run_1/layer_met4.png
The bar under the picture is 20 microns long. Supply wires on this layer in grey.
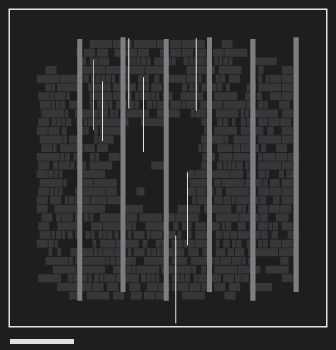
run_1/clocks.png
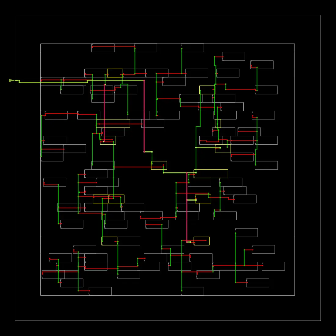
run_1/layer_met2.png
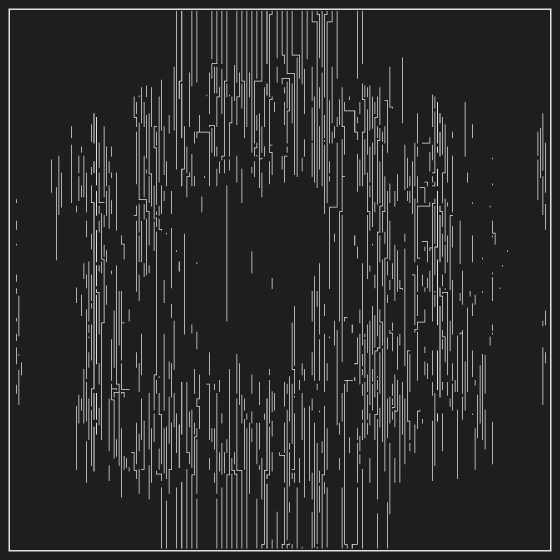
run_1/layer_met1.png
Supply wires on this layer in grey.
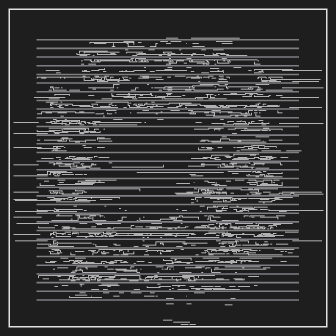
[src/rtl/demux2x32_reg.sv]
// Registered 1-to-2 word demultiplexer with valid/ready handshakes.
// Destination comes from in_sel or from an alternating sequencer (auto_mode).
module demux2x32_reg #(
    parameter int unsigned WIDTH = 32,
    parameter int unsigned CNT_W = 8
) (
    input  logic             clk,
    input  logic             rst,
    input  logic [WIDTH-1:0] in_data,
    input  logic             in_valid,
    output logic             in_ready,
    input  logic             in_sel,
    input  logic             auto_mode,
    output logic [WIDTH-1:0] y0_data,
    output logic             y0_valid,
    input  logic             y0_ready,
    output logic [WIDTH-1:0] y1_data,
    output logic             y1_valid,
    input  logic             y1_ready,
    output logic             next_sel,
    output logic [CNT_W-1:0] cnt0,
    output logic [CNT_W-1:0] cnt1
);

    logic [WIDTH-1:0] y0_data_q, y0_data_d;
    logic [WIDTH-1:0] y1_data_q, y1_data_d;
    logic             y0_valid_q, y0_valid_d;
    logic             y1_valid_q, y1_valid_d;
    logic             next_sel_q, next_sel_d;
    logic [CNT_W-1:0] cnt0_q, cnt0_d;
    logic [CNT_W-1:0] cnt1_q, cnt1_d;

    logic dest;
    logic free0, free1;
    logic in_xfer;

    // A channel is free if empty or draining this cycle.
    assign dest     = auto_mode ? next_sel_q : in_sel;
    assign free0    = ~y0_valid_q | y0_ready;
    assign free1    = ~y1_valid_q | y1_ready;
    assign in_ready = dest ? free1 : free0;
    assign in_xfer  = in_valid & in_ready;

    always_comb begin
        y0_data_d  = y0_data_q;
        y1_data_d  = y1_data_q;
        y0_valid_d = y0_valid_q;
        y1_valid_d = y1_valid_q;
        next_sel_d = next_sel_q;
        cnt0_d     = cnt0_q;
        cnt1_d     = cnt1_q;

        if (y0_valid_q && y0_ready) y0_valid_d = 1'b0;
        if (y1_valid_q && y1_ready) y1_valid_d = 1'b0;

        // An input transfer overrides a same-cycle drain on its channel.
        if (in_xfer) begin
            if (dest) begin
                y1_data_d  = in_data;
                y1_valid_d = 1'b1;
                cnt1_d     = cnt1_q + CNT_W'(1);
            end else begin
                y0_data_d  = in_data;
                y0_valid_d = 1'b1;
                cnt0_d     = cnt0_q + CNT_W'(1);
            end
            if (auto_mode) next_sel_d = ~next_sel_q;
        end
    end

    always_ff @(posedge clk) begin
        if (rst) begin
            y0_data_q  <= '0;
            y1_data_q  <= '0;
            y0_valid_q <= 1'b0;
            y1_valid_q <= 1'b0;
            next_sel_q <= 1'b0;
            cnt0_q     <= '0;
            cnt1_q     <= '0;
        end else begin
            y0_data_q  <= y0_data_d;
            y1_data_q  <= y1_data_d;
            y0_valid_q <= y0_valid_d;
            y1_valid_q <= y1_valid_d;
            next_sel_q <= next_sel_d;
            cnt0_q     <= cnt0_d;
            cnt1_q     <= cnt1_d;
        end
    end

    assign y0_data  = y0_data_q;
    assign y1_data  = y1_data_q;
    assign y0_valid = y0_valid_q;
    assign y1_valid = y1_valid_q;
    assign next_sel = next_sel_q;
    assign cnt0     = cnt0_q;
    assign cnt1     = cnt1_q;

endmodule

[config.mk]
export PLATFORM = sky130hd
export DESIGN_NAME = demux2x32_reg
export DESIGN_NICKNAME = d
export VERILOG_FILES = /design/src/rtl/demux2x32_reg.sv
export SDC_FILE = /design/constraint.sdc
export NUM_CORES = 1
export LEC_CHECK = 0
export ABC_CLOCK_PERIOD_IN_PS = 2900
export CAP_MARGIN = 30
export CORE_MARGIN = 8
export CORE_UTILIZATION = 45
export DETAILED_ROUTE_END_ITERATION = 6
export PLACE_DENSITY = 0.91
export SYNTH_ARGS = -nofsm -noshare
export SYNTH_HDL_FRONTEND = slang
export SYNTH_SLANG_ARGS = --single-unit
[constraint.sdc]
create_clock -name clk -period 2.9 [get_ports clk]
set_clock_uncertainty 0.1 [all_clocks]
set_input_delay 0.58 -clock clk [delete_from_list [all_inputs] [get_ports clk]]
set_output_delay 0.58 -clock clk [all_outputs]
set_load 0.01 [all_outputs]
==> run summary, run 1 <==
Outcome: complete, no violations
Synth unique cells: 30
Layout area overhead: 48.31%
Filler cells: 509
Floorplan utilization: 46.22%
R2r setup slk: 990 ps
Drt drc: 0
Aoi share: 12.77%
Max Cap Viol: 0
Syn Area/Cell: 8.130 sq um
Total grt overflow: 0
Tool Warnings: 26
Area-dominant cell class after layout: flip-flops and latches
XORs/XNORs by Area: 2.538%
Final Instance Count excl. Fillers: 585
Starting DRC count in detailed routing: 130
Slew @ Worst Pin: 469.5 ps
Relative slew margins: 68.08%
Mux contribution to synthesized area: 1.531%
Hold Path Sink: y0_data[14]
Inserted Diodes: 0
Crit path DRT: 2220 ps
DR WL met2: 4648 microns
Flip-flops with a built-in enable: 0
Reg2reg path depth: 5
Crit path DAT: 2130 ps
Busiest grt layer: met2
Buffering overhead: 28.36%
Die width: 99.07 microns
Post-route cell area: 4606 sq um
Net switching power: 0.0005994 W
Layout net count: 544
Die height: 99.07 microns
Sw Share: 24.18%
Worst path max stage delay: 560 ps
Row count: 30
CTS Buffer Depth: 2
ClkCell Share: 4.401%
Asr flop ratio synth: 0%
CP max-delay cell: clkdlybuf4s50_1
Crit-path max FO: 3
Met1 wire length: 3597 microns
Crit. End Element: primary output
Final Max Slew Viols: 0
Sequential share of power: 49.5%
Critical path's top delay family: buffers and inverters
Internal: 0.001880 W
WHS Path Cells: 2
Routability cong.: 0.7971
Synth cell count leaders: nand2_1 (138), dfxtp_1 (83), a21oi_1 (71)
Yosys Chip Area: 3105 sq um
Largest net degree at the start of global routing: 35
Post-CTS Setup Repair Bufs: 0
Yosys top cell by area: dfxtp_1
Launching point of the worst reg2reg path: next_sel
Top Layout Cells: nand2_1 (138), clkdlybuf4s50_1 (121), dfxtp_1 (83), a21oi_1 (71), nor2_1 (14)
Initial antenna violation count: 0
Worst path buffer plus inverter count: 2
Chip area: 9815 sq um
Comb power frac: 15.2%
-- layer_met4.png (at the start) --
share of all routed wire: 1.7%
main direction: vertical
nets with wire on the layer: 6
wire length on this layer: 157 microns
WL final: 9102 microns
vias: 3,039

-- clocks.png (at the start) --
cts bufs inserted: 9
P_clk: 0.000874 W
clock sinks: 83
Layout clock buffers: 10
insertion delay to the later sink of the worst-skew pair: 340 ps

-- layer_met2.png (at the start) --
longest straight run: 39.1 microns
main direction: vertical
grt met2 use: 32.64%

-- layer_met1.png (at the start) --
share of all routed wire: 40%
main direction: horizontal
wire length on this layer: 3,600 microns
met1 usage: 18.82%

--- run 2 (diff from run 1) ---
--- a/config.mk
+++ b/config.mk
@@ -11,6 +11,7 @@
 export CORE_UTILIZATION = 45
 export DETAILED_ROUTE_END_ITERATION = 6
 export PLACE_DENSITY = 0.91
+export REMOVE_ABC_BUFFERS = 1
 export SYNTH_ARGS = -nofsm -noshare
 export SYNTH_HDL_FRONTEND = slang
 export SYNTH_SLANG_ARGS = --single-unit
run_2/layer_met3.png
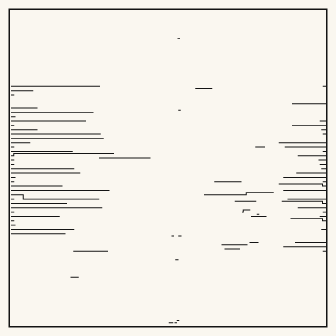
wire length on this layer: 726 microns
nets with wire on the layer: 75
main direction: horizontal
GR Util met3: 7.611%
vias: 3,019
WL final: 8884 microns

==> run 2 against run 1 <==
- final area is 0.57% higher
- utilization up 0.39 points
- sequential power barely moved
- sequential share of layout area is 0.20 points lower
- register-to-register slack better by 130 ps
- highest routed layer unchanged
- final cell count rose by 0.68%
- flip-flop count unchanged
- die area did not move
- wire length shrank 2.4%
- non-clock buffer count rose by 1
- clock power grew 3.0%
- power increased by 0.96%
==> run summary, run 2 <==
Relative slew margins: 69.05% (was 68.08%)
Hold Path Sink: y0_data[26] (was y0_data[14])
Combinational power: 0.000375 W (was 0.000377 W)
Top-area cell type share of the netlist area: 53.51% (unchanged)
Fin crit period: 2475 ps (was 2815 ps)
Crit path DRT: 2220 ps (about the same)
Total grt overflow: 0 (unchanged)
Cts bufs inserted: 9 (unchanged)
CP max-delay cell: clkdlybuf4s50_1 (unchanged)
Reg2reg path depth: 6 (was 5)
ClkCell Share: 4.727% (was 4.401%)
Largest net degree at the start of global routing: 46 (was 35)
Sw Share: 24.17% (was 24.18%)
Cells after synthesis: 382 (unchanged)
Post-route cell area: 4632 sq um (was 4606 sq um)
Crit. End Element: primary output (unchanged)
Chip area: 9815 sq um (unchanged)
Met1 wire length: 3413 microns (was 3597 microns)
Yosys Chip Area: 3105 sq um (unchanged)
Comb power frac: 15.0% (was 15.2%)
FF/Latch Area: 1662 sq um (unchanged)
Final Instance Count excl. Fillers: 589 (was 585)
Setup TNS: 0 ps (unchanged)
PnR Total Power: 0.002503 W (was 0.002479 W)
Final Max Slew Viols: 0 (unchanged)
Inserted Diodes: 0 (unchanged)
Launching point of the worst reg2reg path: next_sel (unchanged)
Routability cong.: 0.8013 (was 0.7971)
Starting DRC count in detailed routing: 124 (was 130)
Synth cell count leaders: nand2_1 (138), dfxtp_1 (83), a21oi_1 (71) (unchanged)
Vias in the first global route: 3,128 (was 3,105)
Top Layout Cells: nand2_1 (138), clkdlybuf4s50_1 (120), dfxtp_1 (83), a21oi_1 (71), nor2_1 (14) (was nand2_1 (138), clkdlybuf4s50_1 (121), dfxtp_1 (83), a21oi_1 (71), nor2_1 (14))
Grt met2 use: 31.76% (was 32.64%)
Syn Area/Cell: 8.130 sq um (unchanged)
Internal: 0.001898 W (was 0.001880 W)
Comb area: 1331 sq um (unchanged)
Worst path max stage delay: 480 ps (was 560 ps)
DR top layer: met4 (unchanged)
Commonest Layout Cell: nand2_1 (unchanged)
Sequential cell power: 0.00123 W (about the same)
Area-dominant cell class after layout: flip-flops and latches (unchanged)
Hold Slack: 353.2 ps (was 354.3 ps)
Max Cap Viol: 0 (unchanged)
Layout net count: 545 (was 544)
R2r setup slk: 1120 ps (was 990 ps)
XORs/XNORs by Area: 2.538% (unchanged)
Flop share of the area: 35.87% (was 36.08%)
Drt drc: 0 (unchanged)
CTS Buffer Depth: 2 (unchanged)
First-pass GRT wire length: 14,610 microns (was 14,740 microns)
Filler cells: 525 (was 509)
Met1 usage: 18.38% (was 18.82%)
Clk slew on worst S/H paths: 70 ps (about the same)
Busiest grt layer: met2 (unchanged)
Outcome: complete, no violations (unchanged)
Flip-flops with a built-in enable: 0 (unchanged)
Min-delay src: y0_data[26] (was y0_data[14])
Crit path DAT: 1790 ps (was 2130 ps)
Crit-path max FO: 6 (was 3)
Boundary pin count: 123 (unchanged)
DR WL met2: 4617 microns (was 4648 microns)
Yosys top cell by area: dfxtp_1 (unchanged)
Initial antenna violation count: 0 (unchanged)
Root Buffer: clkbuf_8 (unchanged)
Hpwl dp: 6671 microns (was 6688 microns)
Mux contribution to synthesized area: 1.531% (unchanged)
Endpoints failing hold: 0 (unchanged)
CTS tree: built (unchanged)
Critical path's top delay family: buffers and inverters (unchanged)
Top logic family: simple AND/OR/NAND/NOR gates (unchanged)
Sequential share of power: 49.1% (was 49.5%)
Net switching power: 0.0006049 W (was 0.0005994 W)
Aoi share: 12.77% (unchanged)
Unrepaired setup endpoints after global routing: false (unchanged)
Row count: 30 (unchanged)
Slew @ Worst Pin: 455.2 ps (was 469.5 ps)
Die height: 99.07 microns (unchanged)
Layout area overhead: 49.15% (was 48.31%)
Asr flop ratio synth: 0% (unchanged)
Buffering overhead: 28.42% (was 28.36%)
Worst path buffer plus inverter count: 2 (unchanged)
Tool Warnings: 25 (was 26)
Dpl ws: 60.54 ps (was 87.28 ps)
WHS Path Cells: 2 (unchanged)
Floorplan utilization: 46.22% (unchanged)
Largest cells by area after synthesis: dfxtp_1 (54%), nand2_1 (17%), a21oi_1 (11%) (unchanged)
Post-DR vias/cell: 5.126 (was 5.195)
Die width: 99.07 microns (unchanged)
Post-CTS Setup Repair Bufs: 0 (unchanged)
Synth unique cells: 30 (unchanged)
# placed instances: 573 (was 572)
CP Launch Type: input pin (unchanged)
CTS H-tree lvls: 3 (unchanged)
Clock sinks: 83 (unchanged)
Post_cts resized: 0 (unchanged)
Crit share post-route: 85.34% (was 97.06%)
run_2/clocks.png
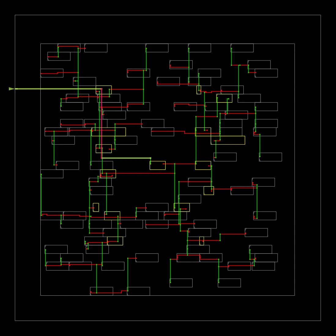
insertion delay to the later sink of the worst-skew pair: 330 ps
seq_cells: 83
Layout clock buffers: 12
P_clk: 0.000900 W

Power is estimated from default activity; no workload was simulated.
